## src/rtl/systolic_pkg.sv

```systemverilog
// Shared sizing, state encoding and step constants for the systolic array sequencer.
package systolic_pkg;

  localparam int DIMENSION = 4;
  localparam int IDX_BITS  = $clog2(DIMENSION);
  localparam int DIAG_BITS = $clog2(2 * DIMENSION - 1);
  localparam int STEP_BITS = $clog2(3 * DIMENSION);

  // First step on which an anti-diagonal holds a finished result, and the final step.
  localparam int CAP_FIRST = DIMENSION + 1;
  localparam int LAST_STEP = 3 * DIMENSION - 1;

  typedef enum logic [1:0] {
    ST_IDLE = 2'd0,
    ST_RUN  = 2'd1,
    ST_DONE = 2'd2
  } state_e;

endpackage

```

## src/rtl/systolic_lane_sched.sv

```systemverilog
// Per-lane skew decode: maps the global step to this lane's clear pulse and operand index.
module systolic_lane_sched
  import systolic_pkg::*;
#(
  parameter int LANE = 0
) (
  input  logic                 i_run,
  input  logic [STEP_BITS-1:0] i_step,
  output logic                 o_reset,
  output logic                 o_en,
  output logic [IDX_BITS-1:0]  o_k
);

  localparam logic [STEP_BITS-1:0] RST_STEP = STEP_BITS'(LANE);
  localparam logic [STEP_BITS-1:0] FIRST    = STEP_BITS'(LANE + 1);
  localparam logic [STEP_BITS-1:0] LAST     = STEP_BITS'(LANE + DIMENSION);

  always_comb begin
    o_reset = i_run && (i_step == RST_STEP);
    o_en    = i_run && (i_step >= FIRST) && (i_step <= LAST);
    // k = step-1-lane; only the low index bits matter, so modular subtraction is exact.
    o_k     = o_en ? (i_step[IDX_BITS-1:0] - IDX_BITS'(LANE + 1)) : '0;
  end

endmodule

```

## src/rtl/systolic_seq_ctrl.sv

```systemverilog
// Sequencer for a DIMENSION x DIMENSION systolic array: skewed clears, operand fetch,
// array-wide advance/stall and anti-diagonal result capture.
module systolic_seq_ctrl
  import systolic_pkg::*;
(
  input  logic                          i_clock,
  input  logic                          i_reset,
  input  logic                          i_start,
  input  logic                          i_data_ready,
  input  logic                          i_cap_ready,
  output logic                          o_valid,
  output logic [DIMENSION-1:0]          o_a_reset,
  output logic [DIMENSION-1:0]          o_b_reset,
  output logic [DIMENSION-1:0]          o_lane_en,
  output logic [DIMENSION*IDX_BITS-1:0] o_k_idx,
  output logic                          o_cap_en,
  output logic [DIAG_BITS-1:0]          o_cap_diag,
  output logic                          o_busy,
  output logic                          o_done
);

  localparam logic [STEP_BITS-1:0] CAP_FIRST_S = STEP_BITS'(CAP_FIRST);
  localparam logic [STEP_BITS-1:0] LAST_S      = STEP_BITS'(LAST_STEP);

  state_e               state_q, state_d;
  logic [STEP_BITS-1:0] s_q, s_d;
  logic                 run;
  logic                 cap_step;
  logic                 adv;

  always_comb begin
    run      = (state_q == ST_RUN);
    cap_step = run && (s_q >= CAP_FIRST_S) && (s_q <= LAST_S);
    // A capture step may only advance if the sink takes the diagonal; otherwise it would be overwritten.
    adv      = run && i_data_ready && (i_cap_ready || !cap_step);

    state_d = state_q;
    s_d     = s_q;
    unique case (state_q)
      ST_IDLE: begin
        if (i_start) begin
          state_d = ST_RUN;
          s_d     = '0;
        end
      end
      ST_RUN: begin
        if (adv) begin
          if (s_q == LAST_S) begin
            state_d = ST_DONE;
            s_d     = '0;
          end else begin
            s_d = s_q + STEP_BITS'(1);
          end
        end
      end
      ST_DONE: state_d = ST_IDLE;
      default: state_d = ST_IDLE;
    endcase
  end

  always_ff @(posedge i_clock) begin
    if (!i_reset) begin
      state_q <= ST_IDLE;
      s_q     <= '0;
    end else begin
      state_q <= state_d;
      s_q     <= s_d;
    end
  end

  assign o_valid    = adv;
  assign o_busy     = (state_q != ST_IDLE);
  assign o_done     = (state_q == ST_DONE);
  assign o_cap_en   = cap_step;
  assign o_cap_diag = cap_step ? (s_q[DIAG_BITS-1:0] - DIAG_BITS'(CAP_FIRST)) : '0;

  // A-row and B-column lanes share the same skew, so one decoder drives both reset lanes.
  for (genvar i = 0; i < DIMENSION; i++) begin : g_lane
    logic lane_rst;
    systolic_lane_sched #(.LANE(i)) u_lane (
      .i_run   (run),
      .i_step  (s_q),
      .o_reset (lane_rst),
      .o_en    (o_lane_en[i]),
      .o_k     (o_k_idx[i*IDX_BITS +: IDX_BITS])
    );
    assign o_a_reset[i] = lane_rst;
    assign o_b_reset[i] = lane_rst;
  end

endmodule

```

## config.mk

```make
export PLATFORM = sky130hd
export DESIGN_NAME = systolic_seq_ctrl
export DESIGN_NICKNAME = d
export VERILOG_FILES = /design/src/rtl/systolic_pkg.sv /design/src/rtl/systolic_lane_sched.sv /design/src/rtl/systolic_seq_ctrl.sv
export SDC_FILE = /design/constraint.sdc
export NUM_CORES = 1
export LEC_CHECK = 0
export CAP_MARGIN = 20
export CORE_MARGIN = 4
export CORE_UTILIZATION = 45
export CTS_BUF_LIST = sky130_fd_sc_hd__clkbuf_8 sky130_fd_sc_hd__clkbuf_16
export CTS_CLUSTER_SIZE = 12
export DETAILED_ROUTE_END_ITERATION = 10
export GPL_ROUTABILITY_DRIVEN = 1
export GPL_TIMING_DRIVEN = 0
export PLACE_DENSITY = 0.84
export SLEW_MARGIN = 10
export SYNTH_ARGS = -nofsm -noshare
export SYNTH_HDL_FRONTEND = slang
export SYNTH_HIERARCHICAL = 1
export SYNTH_SLANG_ARGS = --single-unit
export TNS_END_PERCENT = 20
```

## constraint.sdc

```tcl
create_clock -name i_clock -period 3.4 [get_ports i_clock]
set_input_delay 1.02 -clock i_clock [delete_from_list [all_inputs] [get_ports i_clock]]
set_output_delay 1.02 -clock i_clock [all_outputs]
set_load 0.03 [all_outputs]
```

Signal metal coverage by tile:
(8 px per µm) 10 x 10 tiles, from dark blue (low) to red (high), scaled to the fullest tile. Values are wire area over tile area, all layers added.
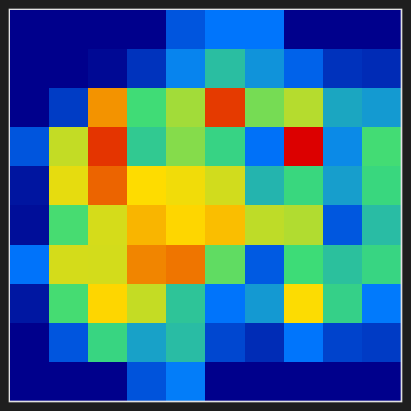
- densest ninth of the die: center
- nearly empty tiles: 20%
- emptiest ninth of the die: upper left
- mean over tiles: 0.13
WL/cell: 13.4 µm
DR vias: 805
final WL: 1960 µm
total track usage: 16.5%

Routing congestion map:
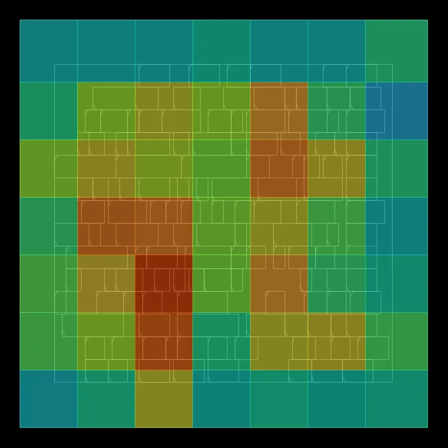
GRT busiest layer: met2
M1 GR Usage: 18.9%

==> impl_metrics.json <==
{
  "cts_tree": "done",
  "overflow": 0,
  "postSynthSeqShare_pct": 16.0,
  "initCoreUtil_pct": 48.7,
  "hp-class": "reg2reg",
  "io_buffers": 30,
  "worst_pin_slew_ns": 0.598,
  "cap_violations": 0,
  "finalCritPeriodShare_pct": 95.4,
  "critPathKind": "reg2out",
  "leakage_uw": 0.000514,
  "syn_to_final_growth_pct": 50.0,
  "worstPathArrival_ns": 2.22,
  "cts_htree_levels": 1,
  "yosysUniqueCellTypes": 36,
  "grt_start_max_net_pins": 18,
  "p_seq_share_pct": 29.9,
  "gp_congestion": 0.860,
  "ys_seq_elements": 6,
  "routed.top_layer": "met4",
  "power_frac_comb_pct": 28.1,
  "antenna_cells": 0,
  "cp_common_cell": "buf_4",
  "p_clk_share_pct": 42.0,
  "finalHoldViolCount": 0,
  "antenna_found_initial": 0,
  "vias_per_cell": 5.48,
  "slew_headroom_pct": 60.1,
  "report.final.slew_viol_count": 0,
  "internal_power_uw": 181,
  "dieArea_um2": 2390,
  "async_reset_ff_share_pct": 0,
  "fmax_ghz": 0.308,
  "ys_chip_area_um2": 751,
  "first_pass_iters": 4,
  "wl_met2_um": 1010,
  "drc": 0,
  "final_area_um2": 1130,
  "dp_hpwl_um": 1490,
  "power.switching_uw": 76.0,
  "layout.nets": 145,
  "crit_slowest_cell": "clkdlybuf4s50_1",
  "cp_data_required_time_ns": 2.38,
  "cts_made_buffers": 3,
  "top_area_cell": "dfxtp_1",
  "cts.clk_slew.worst_paths_ns": 0.04,
  "worst_setup_path_end_kind": "output pin",
  "place_area_um2": 1070,
  "worstSkewPairLatency_ns": 0.22,
  "ys_cells": 98,
  "top_cell": "buf_4",
  "critPathLaunchType": "flip-flop",
  "crit_path_cell_trace": "buf_4 > and2b_2 > nand2b_1 > nor3b_1 > buf_4 > clkdlybuf4s50_1",
  "cts_root_buffer": "clkbuf_8",
  "wl_met3_um": 106,
  "crit_end": "o_b_reset[0]",
  "p_per_area_nw_per_um2": 228,
  "switching_share_pct": 29.5,
  "min_period_ns": 3.24,
  "fp_nets": 110,
  "io_pins": 32,
  "regToRegEndpoint": "s_q[2]$_SDFFE_PN0P_",
  "first_global_vias": 764,
  "ff_type": "dfxtp_1",
  "reg2reg_from": "s_q[0]$_SDFFE_PN0P_",
  "drtIter0Drc": 12,
  "synth_area_um2": 751,
  "post-cts-setup-buffers": 0,
  "avgSynthCellArea_um2": 7.66,
  "rows": 14,
  "dp.cells": 144,
  "rsz0062_at_grt": "no",
  "hold_depth": 2,
  "worst-r2r-cell-count": 7,
  "die_y_um": 48.8,
  "synthesis.instances": 98,
  "synth_top_area_share_pct": 16.0,
  "edf_count": 0,
  "layout.cells.non_filler": 147,
  "holdBufCountCts": 0,
  "crit_fanout": 12,
  "grt_pass1_wl_um": 3280,
  "fp.dieW_um": 48.8,
  "skew_ns": 0.00520,
  "r2r_slack_ns": 1.64,
  "synthTopCellsByArea": "dfxtp_1, ha_1, buf_4, inv_1, nor3b_1",
  "clockBufferDepth": 2,
  "top_cells_by_count": "buf_4, inv_1, ha_1, nand2_1, nor2_1",
  "clock-sinks": 6,
  "ant_nets": 0,
  "max_stage_delay_ns": 0.66,
  "startpoint": "state_q[0]$_SDFFE_PN0P_",
  "yosysWarnings": 6,
  "warnings": 30,
  "vdd_drop_max_v": 0.000176,
  "status": "complete, no violations",
  "finalSetupViolations": 0,
  "drive_gt1_share_pct": 19.1,
  "wl_met1_um": 828,
  "core-area_um2": 1540
}
Metal 2:
(10 px per µm)
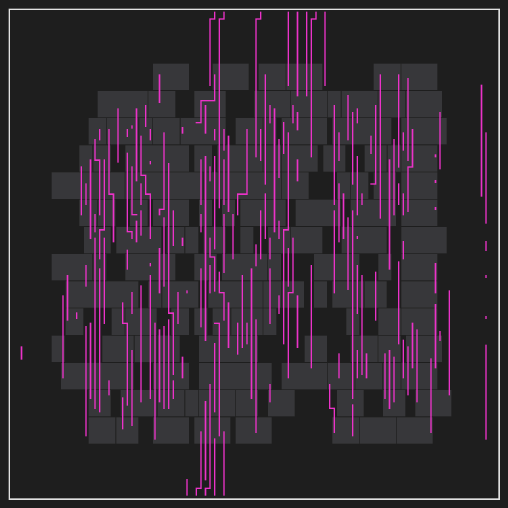
- longest straight run: 18.9 µm
- nets with wire on the layer: 123
- main direction: vertical
- share of all routed wire: 52%
- wire length on this layer: 1010 µm
GRT met2 Usage: 31.3%

-- power groups by stage --
stage / registers, µW / clock network [µW] / logic, µW
floorplan: 76.7 / 0 / 49.1
global placement: 77.8 / 0 / 70.0
detailed placement: 77.9 / 0 / 72.3
CTS: 77.0 / 111 / 72.7
global route: 77.4 / 113 / 79.1
finish: 77.0 / 108 / 72.2
-- worst max-delay path, delay by kind of cell (launching register included) --
family	cells	cell delay, ns
flops	1	0.32
buf+inv	3	0.97
simple gates	3	0.70
-- state kept, by name, summed over array words and instances (netlist names) --
signal,cells
state_q,2
s_q,4
-- cells in the final DEF (no fill, tap or decap), drive strengths merged, types with 2 or more instances in the layout --
| cell type | count |
|---|---|
| and2 | 2 |
| and2b | 2 |
| and3b | 2 |
| buf | 9 |
| clkbuf | 5 |
| clkdlybuf4s50 | 25 |
| dfxtp | 6 |
| dlymetal6s2s | 4 |
| ha | 7 |
| inv | 8 |
| nand2 | 7 |
| nand2b | 5 |
| nand3 | 4 |
| nand3b | 2 |
| nor2 | 7 |
| nor2b | 3 |
| nor3 | 5 |
| nor3b | 5 |
| nor4 | 4 |
| o21ai | 4 |
-- per-layer routing --
metal	global-route usage, %	vias up
met3	2.14	4
li1	-	407
met5	0	-
met4	4.04	0
met1	18.9	367
met2	31.3	27
-- cell families after synthesis --
group	Yosys count	share of synthesized area (%)
AND/OR/NAND/NOR	54	43.8
flip-flops	6	16.0
XOR/XNOR	2	2.33
AND-OR/OR-AND	11	12.7
buffers and inverters	18	13.5
adder cells (fa/ha/maj)	7	11.7
-- what timing repair did --
action                     in CTS  in global routing
cloned                          0                  0
setup endpoints to repair       7                  7
pin swaps                       0                  0
gates resized                   5                  7
-- final cells by class --
cell class / instances / area [µm²]
multi-input combinational: 74 / 536
fill: 125 / 415
timing repair buffer: 30 / 305
sequential: 6 / 123
buffer: 10 / 71.3
clock buffer: 3 / 41.3
inverter: 8 / 30.0
tap: 16 / 20.0
-- through the flow --
step	worst slack [ns]	setup TNS (ns)	utilization [%]	hold slack [ns]	power (µW)
final	0.157	0	73.1	0.571	257
after global routing	0.00563	0	73.1	0.623	270
after CTS	0.00791	0	72.4	0.572	260
after detailed placement	-0.278	-0.278	69.5	0.603	150
after global placement	-0.209	-0.209	69.5	0.590	148
after floorplan	0.411	0	-	0.564	126
-- how the worst min path moves through the flow --
stage          slack, ns                 endpoint                    start
2_1_floorplan       0.56  state_q[0]$_SDFFE_PN0P_  state_q[0]$_SDFFE_PN0P_
5_1_grt             0.62      s_q[0]$_SDFFE_PN0P_      s_q[0]$_SDFFE_PN0P_
4_1_cts             0.57      s_q[1]$_SDFFE_PN0P_      s_q[1]$_SDFFE_PN0P_
6_report            0.57      s_q[1]$_SDFFE_PN0P_      s_q[1]$_SDFFE_PN0P_
3_3_place_gp        0.59  state_q[0]$_SDFFE_PN0P_  state_q[0]$_SDFFE_PN0P_
3_5_place_dp        0.60  state_q[0]$_SDFFE_PN0P_  state_q[0]$_SDFFE_PN0P_
Power is estimated from default activity; no workload was simulated.
